--- src/rtl/clk_gen_multi.sv ---
// clk_gen_multi: NUM_CH independent programmable clock dividers with shadowed half-period updates.
// Optional feature: define CLK_GEN_SYNC_EN to add sync_restart, which phase-aligns all channels.
module clk_gen_multi #(
    parameter int NUM_CH = 2,
    parameter int WIDTH = 16,
    parameter logic [WIDTH-1:0] DEFAULT_HALF = '0,
    localparam int CW = (NUM_CH > 1) ? $clog2(NUM_CH) : 1
) (
    input  logic              clk_in,
    input  logic              rst,
    input  logic [NUM_CH-1:0] en,
    input  logic              cfg_valid,
    input  logic [CW-1:0]     cfg_ch,
    input  logic [WIDTH-1:0]  cfg_half,
`ifdef CLK_GEN_SYNC_EN
    input  logic              sync_restart,
`endif
    output logic              cfg_ready,
    output logic [NUM_CH-1:0] clk_out,
    output logic [NUM_CH-1:0] tick,
    output logic [NUM_CH-1:0] pending
);
    logic [WIDTH-1:0]  r_cnt    [NUM_CH];
    logic [WIDTH-1:0]  r_half   [NUM_CH];
    logic [WIDTH-1:0]  r_shadow [NUM_CH];
    logic [NUM_CH-1:0] r_clk, r_tick, r_pend;
    logic [NUM_CH-1:0] w_run, w_tgl, w_bnd, w_acc;
    logic              w_ready, w_sync;
`ifdef CLK_GEN_SYNC_EN
    assign w_sync = sync_restart;
`else
    assign w_sync = 1'b0;
`endif
    // Handshake decode plus per-channel toggle and update-boundary detection
    always_comb begin
        w_ready = 1'b1;
        for (int i = 0; i < NUM_CH; i++)
            w_ready = (cfg_ch == CW'(i)) ? ~r_pend[i] : w_ready;
        for (int i = 0; i < NUM_CH; i++) begin
            w_run[i] = en[i] & ~w_sync;
            w_tgl[i] = w_run[i] & (r_cnt[i] >= r_half[i]);
            w_bnd[i] = ~w_run[i] | w_tgl[i];
            w_acc[i] = cfg_valid & w_ready & (cfg_ch == CW'(i));
        end
    end
    // Divider counters, output levels and shadow-to-active transfer at period boundaries
    always_ff @(posedge clk_in or posedge rst) begin
        if (rst) begin
            r_clk  <= '0;
            r_tick <= '0;
            r_pend <= '0;
            for (int i = 0; i < NUM_CH; i++) begin
                r_cnt[i]    <= '0;
                r_half[i]   <= DEFAULT_HALF;
                r_shadow[i] <= DEFAULT_HALF;
            end
        end else begin
            for (int i = 0; i < NUM_CH; i++) begin
                r_cnt[i]  <= w_bnd[i] ? '0 : r_cnt[i] + 1'b1;
                r_clk[i]  <= w_run[i] & (r_clk[i] ^ w_tgl[i]);
                r_tick[i] <= w_tgl[i];
                if (w_bnd[i] && r_pend[i]) begin
                    r_half[i] <= r_shadow[i];
                    r_pend[i] <= 1'b0;
                end
                if (w_acc[i]) begin
                    r_shadow[i] <= cfg_half;
                    r_pend[i]   <= 1'b1;
                end
            end
        end
    end
    assign cfg_ready = w_ready;
    assign clk_out   = r_clk;
    assign tick      = r_tick;
    assign pending   = r_pend;
endmodule

--- config.mk ---
export PLATFORM = sky130hd
export DESIGN_NAME = clk_gen_multi
export DESIGN_NICKNAME = d
export VERILOG_FILES = /design/src/rtl/clk_gen_multi.sv
export SDC_FILE = /design/constraint.sdc
export NUM_CORES = 1
export LEC_CHECK = 0
export CORE_MARGIN = 4
export CORE_UTILIZATION = 43
export DETAILED_ROUTE_END_ITERATION = 7
export GPL_ROUTABILITY_DRIVEN = 1
export GPL_TIMING_DRIVEN = 0
export SYNTH_ARGS = -nofsm -noshare
export SYNTH_HDL_FRONTEND = slang
export SYNTH_SLANG_ARGS = --single-unit
--- constraint.sdc ---
create_clock -name clk_in -period 9.3 [get_ports clk_in]
set_clock_uncertainty 0.2 [all_clocks]
set_input_delay 2.79 -clock clk_in [delete_from_list [all_inputs] [get_ports clk_in]]
set_output_delay 2.79 -clock clk_in [all_outputs]
set_load 0.05 [all_outputs]
### Sizing map

Drawn at 3 px/um.
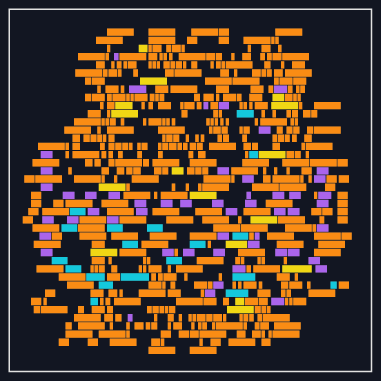
drive 2 -> purple  # cells 52
drive 1 or less -> orange  # cells 467
drive 6 and up -> yellow  # cells 16
drive 3 to 4 -> cyan  # cells 19

### Placement view

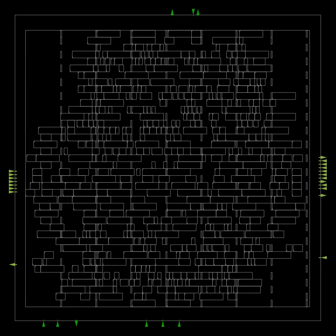
Layout Cells excl Fill: 722
Util after Layout: 0.5124
fill count: 1097
sequential cell count: 102
core area: 0.01216 mm2

### Register map, names as in the netlist

Drawn at 3 px/um. Other sequential cells in the stronger grey, the rest of the logic in the fainter grey.
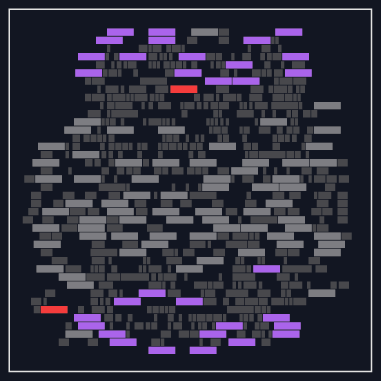
clk_out -> red  # flops 2
r_cnt -> purple  # flops 32

### Placed cells, one colour a class

Drawn at 4 px/um.
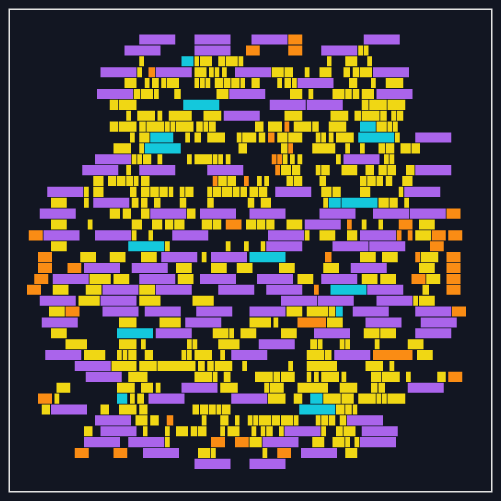
other buffers and delay cells -> orange  # cells 47
flip-flops -> purple  # cells 102
all other logic -> yellow  # cells 389
clock drivers and dummy loads -> cyan  # cells 16

==> Changelog: implementation <==
### Changed

* Status: completed
* Die Width at 120.3 um
* Die y size at 120.3 um
* Static Leakage at 2.802 nW
* Area delta synth->final at 14.98%
* Net Count, Synth at 565
* Crit path launch type: input pin
* Slowest cell on crit path: clkdlybuf4s50_1
* Rel. slew slack at 0.4774
* Antenna Cells at 0
* Path type of the worst setup path: in2out
* Cell type with the largest total area: dfrtp_1
* Asr flop ratio synth at 1.000
* Largest net degree at the start of global routing at 57
* # H-tree levels at 3
* TritonCTS buffer count at 9
* Total power at 0.001231 W
* Ys flops at 102
* TritonCTS clock tree: built
* ANT nets after route at 0
* Layout cells sized above 1 at 0.1570
* Vias at 3777
* Crit path buffers/inverters at 2
* Total global routing overflow at 0
* Peak VDD IR at 0.08160 mV
* Synthesized instance count at 509
* Yosys chip area at 0.005420 mm2
* Max-Cap Viols at 0
* DRC viols at 0
* Clock slew seen by the registers of the worst setup and hold paths at 0.07 ns
* Top cells by area: dfrtp_1 47%, mux2_2 7.9%, ha_1 7.8%
* # Cells Yosys at 509
* Post-Route WL at 10450 um
* Setup WS pre-CTS at 1.956 ns
* Root Buffer: clkbuf_16
* Worst Path Arrival at 4.36 ns
* Post_cts resized at 0
* Cell area power density at 197.6 mW/mm2
* Fp util at 0.4457
* Distinct lib cells at 44
* Gr usage total at 0.1556
* Clk sinks at 102
* DRT iter0 DRCs at 136
* Number of enable flip-flop cells at 0
* Final Hold Fails at 0
path summary, 6_finish.rpt:
kind                                    from            to  cells after the start
worst max-delay path                  cfg_ch     cfg_ready                      3
worst min-delay path            r_shadow[15]    r_half[15]                      1
worst max register to register     r_cnt[18]     r_cnt[24]                      7
worst min register to register  r_shadow[15]    r_half[15]                      1
max in group asynchronous                rst  r_shadow[18]                      3
min in group asynchronous                rst    r_half[14]                      2
flip-flops by register name (all words and copies together) (netlist names):
name / cells
r_half: 32
clk_out: 2
tick: 2
r_cnt: 32
pending: 2
r_shadow: 32
routing by layer:
layer	vias to the layer above	wire length, um	GRT usage
met5	-	0	0
met3	13	318	0.03134
met4	0	176	0.05737
li1	1856	-	-
met2	42	4631	0.2322
met1	1866	5326	0.2251
stage by stage:
step | hold slack (ns) | std cells | cell area (um2)
after global placement | 0.2855 | 705 | 5911
after detailed placement | 0.2900 | 706 | 5941
after global routing | 0.3246 | 722 | 6232
final | 0.3064 | 722 | 6232
after floorplan | 0.2728 | 509 | 5420
after CTS | 0.3070 | 722 | 6232
logic make-up after synthesis:
group | Yosys count | share of synthesized area
flip-flops | 102 | 0.4709
AND/OR/NAND/NOR | 176 | 0.1694
multiplexers | 51 | 0.1122
adder cells (fa/ha/maj) | 34 | 0.07849
buffers and inverters | 57 | 0.04478
AND-OR/OR-AND | 62 | 0.08057
XOR/XNOR | 27 | 0.04363
final cells by class:
class	instances	area, um2
fill	1097	5929
multi-input combinational	350	2625
sequential	102	2552
timing repair buffer	29	307.8
clock buffer	9	225.2
tap	168	210.2
inverter	39	148.9
buffer	18	96.34
clock inverter	7	66.31
placed cells by master, fill, tap and decap left out, types with 5 or more instances in the layout:
master	instances
dfrtp_1	102
nand2_1	49
nor2_1	40
inv_1	38
mux2_2	38
ha_1	34
clkdlybuf4s50_1	28
o21ai_0	23
o211ai_1	18
xnor2_1	18
nor4_1	18
nand2b_1	18
nand3_1	17
clkbuf_1	12
a21oi_1	11
mux2_4	10
xor2_1	9
clkbuf_16	9
nor3_1	6
and3_1	5
report_power, final:
group	leakage (nW)	internal (W)	switching (W)	total [W]
combinational	1.40	0.000147	0.000133	0.000280
clock	0.141	0.000188	0.000179	0.000367
sequential	1.26	0.000530	0.0000545	0.000584
cell usage after synthesis (2+ instances only):
cell and number:
and2_1 2, clkbuf_1 12, ha_1 34, mux2i_1 3, nor2b_1 3, buf_2 4, xnor2_1 18, a21oi_1 11
nand2_1 49, xor2_1 9, o211ai_1 18, or3_1 4, nand4_1 4, mux2_2 38, nor4_1 18, nand2b_1 18
nor3_2 2, dfrtp_1 102, o21ai_0 23, nand3_1 17, and3_1 5, inv_1 39, nand4_2 2, nor2_1 40
mux2_4 10, nor3_1 6
worst reg2reg max path, delay by kind of cell, from the launching register on:
family,cells,cell delay (ns)
buffers and inverters,1,0.33
adder cells (fa/ha/maj),1,0.32
flip-flops,1,0.44
AND/OR/NAND/NOR,2,0.13
AND-OR/OR-AND,3,1.13
No activity file was given, so power comes from the tool's default toggle rates.
